[config.mk]
export PLATFORM = sky130hd
export DESIGN_NAME = serial_adder_sub
export DESIGN_NICKNAME = d
export VERILOG_FILES = /design/src/rtl/serial_adder_sub.sv
export SDC_FILE = /design/constraint.sdc
export NUM_CORES = 1
export LEC_CHECK = 0
export CAP_MARGIN = 20
export CELL_PAD_IN_SITES_DETAIL_PLACEMENT = 0
export CELL_PAD_IN_SITES_GLOBAL_PLACEMENT = 1
export CORE_AREA = 2 2 70 79
export CTS_CLUSTER_DIAMETER = 200
export DETAILED_ROUTE_END_ITERATION = 6
export DIE_AREA = 0 0 72 81
export PLACE_DENSITY_LB_ADDON = 0.1
export RECOVER_POWER = 25
export SKIP_LAST_GASP = 1
export SLEW_MARGIN = 40
export SYNTH_ARGS = -nofsm -noshare
export SYNTH_HDL_FRONTEND = slang
export SYNTH_SLANG_ARGS = --single-unit
[constraint.sdc]
create_clock -name clk -period 1.4 [get_ports clk]
set_input_delay 0.14 -clock clk [delete_from_list [all_inputs] [get_ports clk]]
set_output_delay 0.14 -clock clk [all_outputs]
set_load 0.1 [all_outputs]
[src/rtl/serial_adder_sub.sv]
// serial_adder_sub: bit-serial add/subtract, BPC bits per clock, carry held in a flop.
// Ports: clk, rst_n, start/sub/a/b/cin in; ready, done, sum, cout, overflow out.
// Optional macro SERIAL_ADDER_SUB_OVF_EN builds signed-overflow tracking
// (otherwise overflow is tied to 0).
module serial_adder_sub #(
    parameter int WIDTH = 8,
    parameter int BPC   = 1
) (
    input  logic             clk,
    input  logic             rst_n,
    input  logic             start,
    input  logic             sub,
    input  logic [WIDTH-1:0] a,
    input  logic [WIDTH-1:0] b,
    input  logic             cin,
    output logic             ready,
    output logic             done,
    output logic [WIDTH-1:0] sum,
    output logic             cout,
    output logic             overflow
);

    localparam int N  = WIDTH / BPC;
    localparam int CW = (N > 1) ? $clog2(N) : 1;

    typedef enum logic [1:0] {IDLE, RUN, DONE} state_t;

    state_t state, state_nx;

    logic [WIDTH-1:0] a_sh, b_sh, sum_sh, sum_q, sum_nx;
    logic             carry, cout_q;
    logic [CW-1:0]    count;
    logic [BPC-1:0]   slice_s;
    logic             slice_co;
    logic             last;

    // Ripple slice of BPC full adders over the operand LSBs.
`ifdef SERIAL_ADDER_SUB_OVF_EN
    logic msb_ci;
    logic ovf_q;
`endif

    always_comb begin
        logic c;
        c       = carry;
        slice_s = '0;
`ifdef SERIAL_ADDER_SUB_OVF_EN
        msb_ci  = 1'b0;
`endif
        for (int i = 0; i < BPC; i++) begin
`ifdef SERIAL_ADDER_SUB_OVF_EN
            if (i == BPC - 1) msb_ci = c;
`endif
            slice_s[i] = a_sh[i] ^ b_sh[i] ^ c;
            c = (a_sh[i] & b_sh[i]) | (c & (a_sh[i] ^ b_sh[i]));
        end
        slice_co = c;
    end

    // New chunk enters at the MSB end; after N chunks the LSB chunk sits at bit 0.
    assign sum_nx = WIDTH'({slice_s, sum_sh} >> BPC);
    assign last   = (count == CW'(N - 1));

    always_ff @(posedge clk or negedge rst_n) begin
        if (!rst_n) state <= IDLE;
        else        state <= state_nx;
    end

    always_comb begin
        state_nx = state;
        unique case (state)
            IDLE:    if (start) state_nx = RUN;
            RUN:     if (last)  state_nx = DONE;
            DONE:    state_nx = IDLE;
            default: state_nx = IDLE;
        endcase
    end

    always_ff @(posedge clk or negedge rst_n) begin
        if (!rst_n) begin
            a_sh   <= '0;
            b_sh   <= '0;
            sum_sh <= '0;
            sum_q  <= '0;
            carry  <= 1'b0;
            cout_q <= 1'b0;
            count  <= '0;
`ifdef SERIAL_ADDER_SUB_OVF_EN
            ovf_q  <= 1'b0;
`endif
        end else begin
            unique case (state)
                IDLE: begin
                    if (start) begin
                        a_sh  <= a;
                        b_sh  <= sub ? ~b : b;
                        carry <= sub ? 1'b1 : cin;
                        count <= '0;
                    end
                end
                RUN: begin
                    a_sh   <= a_sh >> BPC;
                    b_sh   <= b_sh >> BPC;
                    sum_sh <= sum_nx;
                    carry  <= slice_co;
                    count  <= count + CW'(1);
                    if (last) begin
                        sum_q  <= sum_nx;
                        cout_q <= slice_co;
`ifdef SERIAL_ADDER_SUB_OVF_EN
                        ovf_q  <= msb_ci ^ slice_co;
`endif
                    end
                end
                default: ;
            endcase
        end
    end

    assign ready = (state == IDLE);
    assign done  = (state == DONE);
    assign sum   = sum_q;
    assign cout  = cout_q;
`ifdef SERIAL_ADDER_SUB_OVF_EN
    assign overflow = ovf_q;
`else
    assign overflow = 1'b0;
`endif

endmodule

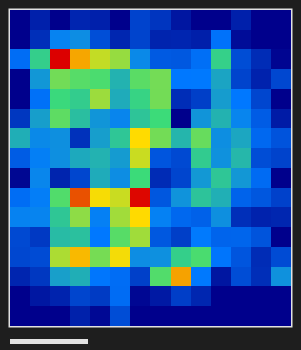
(run_1/wire_density.png)
The bar under the picture is 20 um long. The die is cut into 14 by 16 equal tiles; dark blue is low, red is high, scaled to the fullest tile. Values are wire area over tile area, all layers added.
mean over tiles: 0.098
tiles over half the peak: 15%
emptiest ninth of the die: south-east
fullest tile: 0.38
nearly empty tiles: 16%

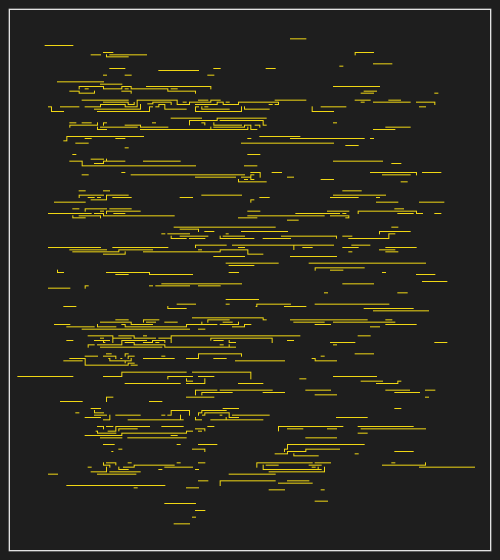
(run_1/met1.png)
main direction: horizontal
nets with wire on the layer: 189
Global Route met1 Usage: 0.179
wirelength, routed: 3680 um
vias post-DR: 1344

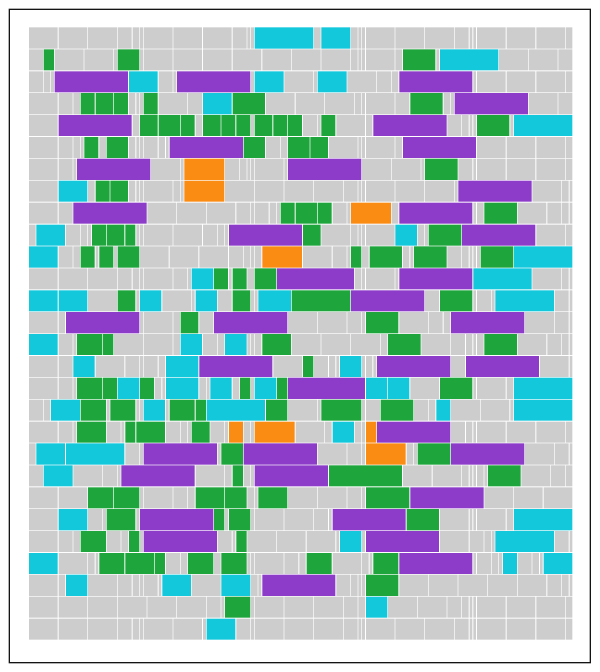
(run_1/cell_classes.png)
Fill, decap, tap and diode cells in grey.
[other buffers and delay cells] cyan | cells: 55 | share of their area: 25%
[all other logic] green | cells: 103 | share of their area: 33%
[clock drivers and dummy loads] orange | cells: 8 | share of their area: 3.7%
[flops] purple | cells: 38 | share of their area: 39%
number of cell rows: 28
share of cell area taken by flip-flops and latches: 0.374

==> results.yml, run 1 <==
# flow metrics
outcome:
  run_status: "finished, violations left"
  violations: "negative setup slack"
clocking:
  number_of_buffers_created_by_cts: 5
  worstSkewPairLatency_ns: 0.28
  ctsLongestPathBuffers: 2
  clock_sink_count: 38
  cts_tree: "built"
floorplan:
  chipHeight_um: 81
  floorplan.core_area_um2: 5150
global_routing:
  grt_pass1_wl_um: 6300
  antenna_found_initial: 0
final_timing:
  final_max_slew_viol_count: 0
  min_period_over_period: 1.00
  setup_viol: 1
  final.setup_skew_ns: 0.00282
  final_worst_path_setup_slack_ns: -0.00412
power_and_ir_drop:
  totalPowerFinal_mw: 5.77
placement:
  dp_worst_setup_slack_ns: -0.200
  post_dp_cell_area_um2: 2370
final_layout:
  mostFrequentLayoutCells: "sky130_fd_sc_hd__dfrtp_1 (36), sky130_fd_sc_hd__clkdlybuf4s50_1 (19), sky130_fd_sc_hd__buf_4 (18)"
  post-route-util: 0.495
  ff_latch_area_um2: 953
setup_path:
  ordered_list_of_cells_on_the_worst_path: "buf_6, and2b_4, buf_12"
  critical_path_required_ns: 1.26
synth:
  post_synthesis_net_count: 176
  synth-cells-yosys: 152
routing:
  drt_pass1_iterations: 4
  wl_per_cell_um: 13.9
-- run 1: critical path, delay by kind of cell, from the launching register on --
kind,cells,cell delay [ns]
and+or+nand+nor,1,0.24
buffers and inverters,2,0.29
DFF,1,0.44
-- run 1: per-layer routing --
layer / GRT usage / vias up / wire length [um]
li1: - / 637 / -
met4: 0.0396 / 0 / 40
met3: 0.0335 / 4 / 157
met2: 0.232 / 34 / 1840
met1: 0.179 / 669 / 1640
met5: 0 / - / 0
-- run 1: synth_stat cells --
library cell and n:
sky130_fd_sc_hd__a21oi_1 9, sky130_fd_sc_hd__a221o_1 5, sky130_fd_sc_hd__a22o_1 2, sky130_fd_sc_hd__a22oi_1 10, sky130_fd_sc_hd__and2b_1 1, sky130_fd_sc_hd__buf_2 8
sky130_fd_sc_hd__buf_4 1, sky130_fd_sc_hd__buf_6 2, sky130_fd_sc_hd__clkbuf_1 1, sky130_fd_sc_hd__conb_1 1, sky130_fd_sc_hd__dfrtp_1 38, sky130_fd_sc_hd__fa_1 1
sky130_fd_sc_hd__ha_1 2, sky130_fd_sc_hd__inv_1 5, sky130_fd_sc_hd__mux2_2 17, sky130_fd_sc_hd__mux2i_1 1, sky130_fd_sc_hd__nand2_1 4, sky130_fd_sc_hd__nand2_2 1
sky130_fd_sc_hd__nor2_1 5, sky130_fd_sc_hd__nor2b_1 10, sky130_fd_sc_hd__nor2b_4 1, sky130_fd_sc_hd__o211ai_1 2, sky130_fd_sc_hd__o21ai_0 11, sky130_fd_sc_hd__o32ai_1 3
sky130_fd_sc_hd__or2_2 2, sky130_fd_sc_hd__or3b_1 1, sky130_fd_sc_hd__xnor2_1 7, sky130_fd_sc_hd__xor2_1 1
-- run 1: logic make-up (layout without fill, tap and decap cells) --
logic type	count (synthesis)	after routing	share of synthesized area
buffers and inverters	17	68	0.0516
multiplexers	18	18	0.112
AND/OR/NAND/NOR	25	26	0.0809
other	1	1	0.00209
AND-OR/OR-AND	42	42	0.158
XOR/XNOR	8	8	0.0391
flip-flops	38	38	0.530
adder cells (fa/ha/maj)	3	3	0.0251
-- run 1: what timing repair did --
action                                 CTS  global route
cloned                                   1             0
endpoints found under the hold margin   15             0
setup endpoints to repair               11            19
hold buffers                             1             0
buffers inserted                         2             2
pin swaps                                2             0
resized                                  6             4
-- run 1: report_power, final --
group          leakage (nW)  internal, mW  switching, mW  total, mW
sequential            0.482          1.56          0.378       1.94
clock                0.0482         0.397          0.365      0.762
combinational         0.588          1.41           1.65       3.06
-- run 1: path summary, 6_finish.rpt --
path                            slack (ns)   endpoint  cells after the start
worst max-delay path                -0.004       done                      3
worst min-delay path                  0.30     sum[6]                      2
worst max register to register        0.07  sum_sh[5]                      4
worst min register to register        0.51     sum[0]                      1
max in group asynchronous             0.19   state[1]                      3
min in group clk                      0.48    a_sh[3]                      3
-- run 1: registers in the layout, summed over array words and instances (netlist names) --
name and flops:
sum_sh 7, b_sh 8, cout 1, state 2, sum 8, count 3, carry 1, a_sh 8
-- run 1: final cells by class --
type,instances,area share
inverter,5,0.00736
timing repair buffer,55,0.243
clock inverter,1,0.00196
multi-input combinational,98,0.310
sequential,38,0.374
tap,60,0.0295
clock buffer,7,0.0339
==> run_1/met3.png <==
The bar under the picture is 20 um long.
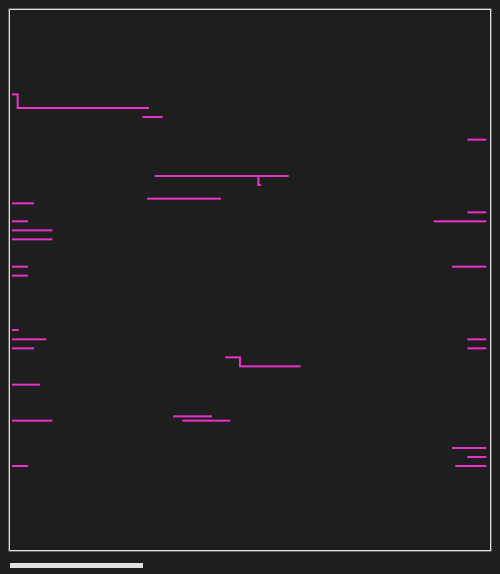

--- run 2 (diff from run 1) ---
--- a/config.mk
+++ b/config.mk
@@ -8,10 +8,10 @@
 export CAP_MARGIN = 20
 export CELL_PAD_IN_SITES_DETAIL_PLACEMENT = 0
 export CELL_PAD_IN_SITES_GLOBAL_PLACEMENT = 1
-export CORE_AREA = 2 2 70 79
+export CORE_AREA = 2 2 73 75
 export CTS_CLUSTER_DIAMETER = 200
 export DETAILED_ROUTE_END_ITERATION = 6
-export DIE_AREA = 0 0 72 81
+export DIE_AREA = 0 0 75 77
 export PLACE_DENSITY_LB_ADDON = 0.1
 export RECOVER_POWER = 25
 export SKIP_LAST_GASP = 1
@@ -19,3 +19,4 @@
 export SYNTH_ARGS = -nofsm -noshare
 export SYNTH_HDL_FRONTEND = slang
 export SYNTH_SLANG_ARGS = --single-unit
+export TNS_END_PERCENT = 5
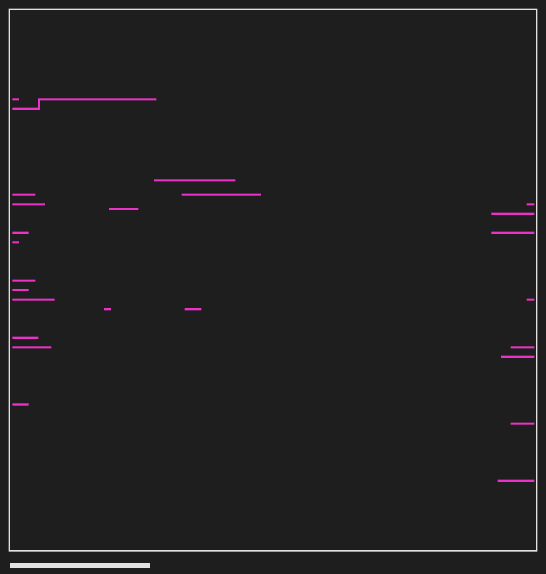
(run_2/met3.png)
The bar under the picture is 20 um long.
share of all routed wire: 3.0%
nets with wire on the layer: 22
longest straight run: 16.6 um

==> results.yml, run 2 <==
# flow metrics
outcome:
  run_status: "finished, violations left"
  violations: "negative setup slack"
synth:
  post_synthesis_net_count: 176
  postSynth.asyncResetShare: 1.00
  top_cell: "sky130_fd_sc_hd__dfrtp_1"
  yosys_most_used_dff: "sky130_fd_sc_hd__dfrtp_1"
  post_synth_most_frequent_cells: "sky130_fd_sc_hd__dfrtp_1 (38), sky130_fd_sc_hd__mux2_2 (17), sky130_fd_sc_hd__o21ai_0 (11)"
  edf_count: 0
  synth-cells-yosys: 152
final_layout:
  post-route-util: 0.512
floorplan:
  chipHeight_um: 77
  fp-row-count: 26
routing:
  wl_per_cell_um: 13.6
  vias: 1298
  totalWireLength_um: 3690
setup_path:
  critical_path_required_ns: 1.26
final_timing:
  final_worst_path_setup_slack_ns: -0.0137
  final_max_slew_viol_count: 0
  min_period_over_period: 1.01
  setup_viol: 1
clocking:
  worstSkewPairLatency_ns: 0.28
  ctsLongestPathBuffers: 2
  clock_sink_count: 38
  cts_tree: "built"
  number_of_buffers_created_by_cts: 5
global_routing:
  grt_pass1_wl_um: 6700
  antenna_found_initial: 0
power_and_ir_drop:
  totalPowerFinal_mw: 5.73
placement:
  post_dp_cell_area_um2: 2390
-- run 2: cell counts after synthesis --
No cell type changed its count.
-- run 2: final timing paths --
path | from | end | slack, ns | cells after the start
setup / recovery | state[0] | done | -0.01 | 3
hold / removal | a[3] | a_sh[3] | 0.47 | 3
setup reg to reg | count[0] | sum[5] | 0.03 | 4
hold reg to reg | a_sh[7] | a_sh[7] | 0.52 | 2
max in group asynchronous | rst_n | state[1] | 0.18 | 3
min in group asynchronous | rst_n | a_sh[3] | 0.49 | 2
-- run 2: cell families (layout without fill, tap and decap cells) --
family	count (synthesis)	after routing	synth area share
xor gates and xnor gates	8	8	0.0391
and+or+nand+nor	25	26	0.0809
other	1	1	0.00209
muxes	18	18	0.112
DFF	38	38	0.530
buffers and inverters	17	66	0.0516
AOI/OAI and AO/OA	42	42	0.158
adders and majority gates	3	3	0.0251
-- run 2: metrics by stage --
step                      cells  hold WS (ns)
after global routing        272         0.506
after detailed placement    259        0.0851
after global placement      259        0.0798
final                       272         0.474
after CTS                   272         0.323
after floorplan             152        -0.156
-- run 2: layout make-up --
class,count,area (um^2),area share
Sequential cell,38,953,0.374
Inverter,5,18.8,0.00737
Multi-Input combinational cell,98,786,0.309
Timing Repair Buffer,53,606,0.238
Tap cell,70,87.6,0.0344
Clock inverter,2,12.5,0.00491
Clock buffer,6,82.6,0.0324
-- run 2: what timing repair did --
action                                  CTS  global route
pin swaps                                 2             0
hold endpoints to repair                 15             0
gates cloned                              1             0
endpoints found under the setup margin   11            13
gates resized                             6             2
hold buffers                              1             0
setup buffers                             3             0
-- run 2: power breakdown --
group          internal [mW]  leakage, nW  switching (mW)
Combinational           1.37        0.581            1.64
Sequential              1.56        0.482           0.386
Clock                  0.396       0.0472           0.380
Total                   3.33         1.11            2.40
-- run 2: metal layers --
| metal | up-vias | share of wire | track usage |
|---|---|---|---|
| li1 | 631 | - | - |
| met1 | 636 | 0.46 | 0.201 |
| met2 | 25 | 0.50 | 0.234 |
| met3 | 6 | 0.030 | 0.0289 |
| met4 | 0 | 0.011 | 0.0429 |
| met5 | - | 0 | 0 |
-- run 2: critical path, stage by stage, from the launching register on --
cell and delay [ns]:
sky130_fd_sc_hd__dfrtp_2 0.45, sky130_fd_sc_hd__buf_6 0.13, sky130_fd_sc_hd__and2b_1 0.22, sky130_fd_sc_hd__buf_12 0.18
Power figures rest on the tool's default switching activity, not on a simulated workload.
